Fig. 1: clock wires, drivers and flops
Scale bar: 50 um.
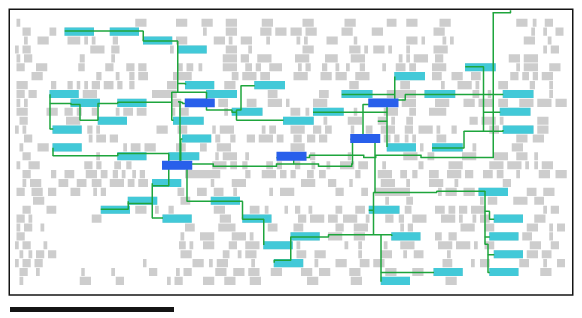
Fig. 2: clock wiring as the flow saved it
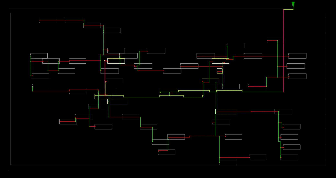
Fig. 3: register map, names as in the netlist
Other sequential cells in the stronger grey, the rest of the logic in the fainter grey.
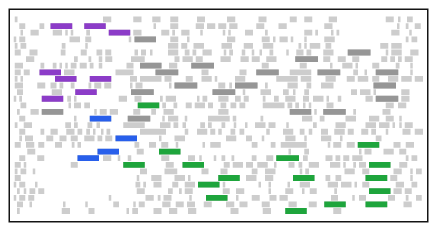
Fig. 4: signal wires by layer
Scale bar: 50 um.
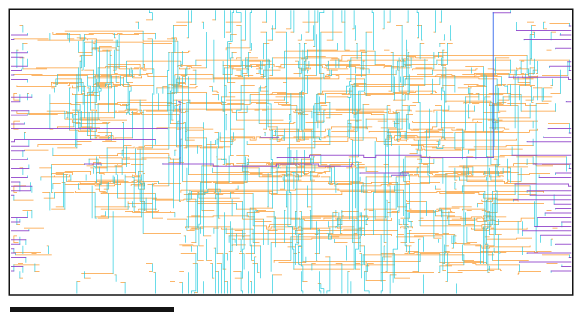
Design ma_level_detector, sky130hd; sources not shown.
==> datasheet_impl.txt <==
Characteristics after synthesis and place and route

Parameter                              Value

Power
  Net switching component of the power .................. 736 uW
  Switching part of the total power .................. 33.4%
  Seq pwr share .................. 32.7%
  Power Internal .................. 1.47 mW
  Gate power share .................. 36.4%
  Reported leakage power .................. 2.69 nW
  Worst-case vdd ir drop .................. 0.000193 V
  Power density cells .................. 401 nW/um2

Synth
  Portion of synthesized cell area occupied by the leading cell type .................. 20.6%
  Dominant synthesized flop cell .................. sky130_fd_sc_hd__dfrtp_1
  Simple logic cell fraction of the synthesized area .................. 12.2%
  Most frequent cells after synthesis .................. sky130_fd_sc_hd__inv_1, sky130_fd_sc_hd__ha_1, sky130_fd_sc_hd__buf_4, sky130_fd_sc_hd__dfrtp_1
  Library cell with the largest summed area after synthesis .................. sky130_fd_sc_hd__ha_1
  Main kind of combinational logic by area .................. AND-OR/OR-AND gates
  Most frequently used cell type in the post-synthesis netlist .................. sky130_fd_sc_hd__inv_1
  Count of flip-flops with a built-in enable after synthesis .................. 0
  Cell count in the Yosys report .................. 423
  Number of distinct library cells after synthesis .................. 58
  Register area share after synthesis .................. 30.8%
  Number of warnings reported in the yosys synthesis log .................. 0
  Ranking of synthesized cells by area .................. sky130_fd_sc_hd__ha_1, sky130_fd_sc_hd__dfrtp_1, sky130_fd_sc_hd__dfstp_2
  XOR/XNOR share of the synthesized area .................. 0.901%
  FFs w/ async S/R, synth .................. 100%
  Mapped Area .................. 3890 um2
  Synthesis area per yosys .................. 3890 um2
  Area fraction in mux cells .................. 0.290%
  Avg Cell Area, Syn .................. 9.19 um2
  Fa+ha+maj area frac .................. 20.6%
  Area fraction in compound gates after synthesis .................. 21.2%
  Flop and latch count out of synthesis .................. 47
  Post-synthesis cell count .................. 423

Route
  Drc violations .................. 0
  Vias per inst .................. 4.69
  Initial DRC count .................. 155
  TritonRoute pass-1 iters .................. 4
  Remaining number of nets flagged by the antenna check after routing .................. 0

Final timing
  Setup-failing EPs final .................. 0
  Fraction of the cycle the final worst path needs .................. 96.3%
  Final Hold Fails .................. 0
  Count of pins over their slew limit .................. 0
  Remaining max-slew budget at the tightest pin .................. 20.5%
  Min Tclk post-route .................. 3.18 ns
  Highest clock rate .................. 315 MHz
  Slew of the pin with the lowest slew margin .................. 1.19 ns
  Setup repair after global routing missed its margin .................. true
  Final worst-path setup slack .................. 0.123 ns

Clock network
  Clock edge transition at the registers on the reported setup and hold paths .................. 0.07 ns
  Clk buf depth .................. 2
  CTS root buf .................. sky130_fd_sc_hd__clkbuf_16
  Hold-fix buffer count after cts .................. 1
  Post-CTS Resized .................. 15
  Number of setup buffers added after CTS .................. 0
  Maximum level of the CTS H-tree .................. 2
  CTS tree .................. built

Floorplan
  Horizontal extent of the die .................. 172 um
  Row Count .................. 30
  Count of boundary I/O pins .................. 132
  Number of well taps .................. 192
  Chip area .................. 14900 um2
  Core Box Area .................. 13800 um2
  Die Height .................. 86.9 um
  Fp_density .................. 28.2%

Setup path
  Register-to-register path setup slack .................. 0.26 ns
  Crit. End Element .................. flip-flop
  Longest individual stage delay on the worst path .................. 0.59 ns
  Largest delay share family, worst path .................. simple AND/OR/NAND/NOR gates
  Cell with the largest stage delay on the worst path .................. sky130_fd_sc_hd__or4_4
  Bufs and invs on worst path .................. 2
  Cells along the critical path .................. clkdlybuf4s50_1 -> inv_1 -> ha_1 -> nand4_1 -> or4_4 -> a21oi_2 -> a211o_2 -> nand4_4 -> or4_1 -> a21oi_1
  Critical path launch point type .................. input pin
  Arrival time of data at the critical path endpoint .................. 3.24 ns
  Cell count of the worst reg-to-reg path .................. 10
  Largest driver fanout on the critical path .................. 6
  Critical path data required time .................. 3.37 ns
  Number of stages on the worst setup path .................. 10
  Worst Setup Path Type .................. in2reg

Finish
  Area growth from synthesis to layout .................. 41.5%
  Nets .................. 682
  Fill cell instance count of the final layout .................. 1649
  Top class by area .................. logic gates
  Final antenna diode count .................. 0
  Fraction of area in registers .................. 21.7%
  Fraction of layout cells with a size suffix above 1 .................. 14.6%
  Fraction of standard cell area in multi-input logic .................. 42.3%
  Non-filler instance count after layout .................. 754
  Fraction of area in clock buffers and inverters .................. 3.50%
  Number of multi-input logic gates .................. 295
  Logic area .................. 2330 um2
  Non-Clock Inverter Count .................. 70
  Number of buffers other than clock buffers in the final layout .................. 142
  Final non-clock buffer share .................. 23.3%
  Post-route cell area .................. 5500 um2

Global routing
  Global-route wire length before repair .................. 18800 um
  Remaining global-route overflow .................. 0
  Via count of the first global-routing pass .................. 3551
  Initial antenna violation count .................. 0
  Maximum number of pins on one net before global-route repair .................. 30

Worst hold path
  Path class of the lowest-slack min-delay path .................. reg2reg
  WHS Path Cells .................. 1

Placed design
  Total placed instance area .................. 5250 um2
  Post-place setup slack .................. -0.665 ns
  Placed instance count .................. 746
  Final HPWL DP .................. 9500 um
  Input/output buffers .................. 99
  Final RePlAce weighted congestion .................. 0.740

Job
  Number of maximum-capacitance violations .................. 0
  Number of warnings in the stage logs .................. 27

Run status
  Result of the run .................. finished, final reports clean
Notes on Fig. 1 above:
- flip-flops: cyan (count 47)
- clock wires: green (length 882 um)
- clock-net drivers: blue (count 5)
- flops lie: widely spread
- routed clock nets: 6
Skew-Pair Late Insertion Delay: 0.30 ns
reported clock group power: 682 uW
part of the power in the clock network: 30.9%

Notes on Fig. 2 above:
number of clock buffers in the layout: 5
number of buffers created by CTS: 5
count of sequential standard cells: 47
Sink Count: 47

Notes on Fig. 3 above:
- run_q: blue (placed flops 4)
- rise_count: purple (placed flops 8)
- peak_max: green (placed flops 16)
reported sequential group power: 721 uW
area taken by flip-flops and latches: 1200 um2

Notes on Fig. 4 above:
- M2: cyan (wire length 5000 um)
- M1: orange (wire length 6070 um)
- M3: purple (wire length 685 um)
- M4: blue (wire length 63.2 um)
mean routed wirelength per cell: 15.7 um
detailed-route via count: 3533
GRT Resource Usage Total: 16.6%
total wire length after detailed routing: 11800 um

## cells in the final DEF (no fill, tap or decap), types with 7 or more instances in the layout
cell type,netlist,routed
sky130_fd_sc_hd__buf_4,32,34
sky130_fd_sc_hd__clkdlybuf4s50_1,0,90
sky130_fd_sc_hd__a22o_1,17,17
sky130_fd_sc_hd__conb_1,1,32
sky130_fd_sc_hd__dfstp_2,16,16
sky130_fd_sc_hd__nand3_1,8,8
sky130_fd_sc_hd__nand2b_1,7,7
sky130_fd_sc_hd__a21oi_1,16,15
sky130_fd_sc_hd__o21ai_0,13,13
sky130_fd_sc_hd__nand4_1,11,11
sky130_fd_sc_hd__nor2_1,17,17
sky130_fd_sc_hd__dfrtp_1,31,31
sky130_fd_sc_hd__inv_1,70,70
sky130_fd_sc_hd__a21o_1,9,8
sky130_fd_sc_hd__ha_1,64,63
sky130_fd_sc_hd__o22a_1,15,15
sky130_fd_sc_hd__nand2_1,11,11
## metal layers
metal	wire length [um]	share of wire [%]	global-route usage, %
met1	6070	51	23.4
met2	5000	42	26.1
met3	685	5.8	3.77
met4	63	0.53	2.68
met5	0	0	0
## metrics by stage
step / total power, mW / TNS [ns] / hold slack, ns / util [%]
after global routing: 2.34 / 0 / 0.388 / 39.8
after detailed placement: 1.52 / -15.16 / 0.257 / 38.0
final: 2.20 / 0 / 0.374 / 39.8
after global placement: 1.51 / -16.56 / 0.359 / 37.9
after floorplan: 1.19 / 0 / 0.0494 / -
after CTS: 2.23 / 0 / 0.377 / 39.7
## power groups by stage
stage	combinational, mW	clock, mW	sequential [mW]
4_1_cts	0.805	0.700	0.724
3_5_place_dp	0.790	0	0.733
3_3_place_gp	0.778	0	0.731
2_1_floorplan	0.417	0	0.771
5_1_grt	0.888	0.721	0.736
6_report	0.802	0.682	0.721
Power figures rest on the tool's default switching activity, not on a simulated workload.
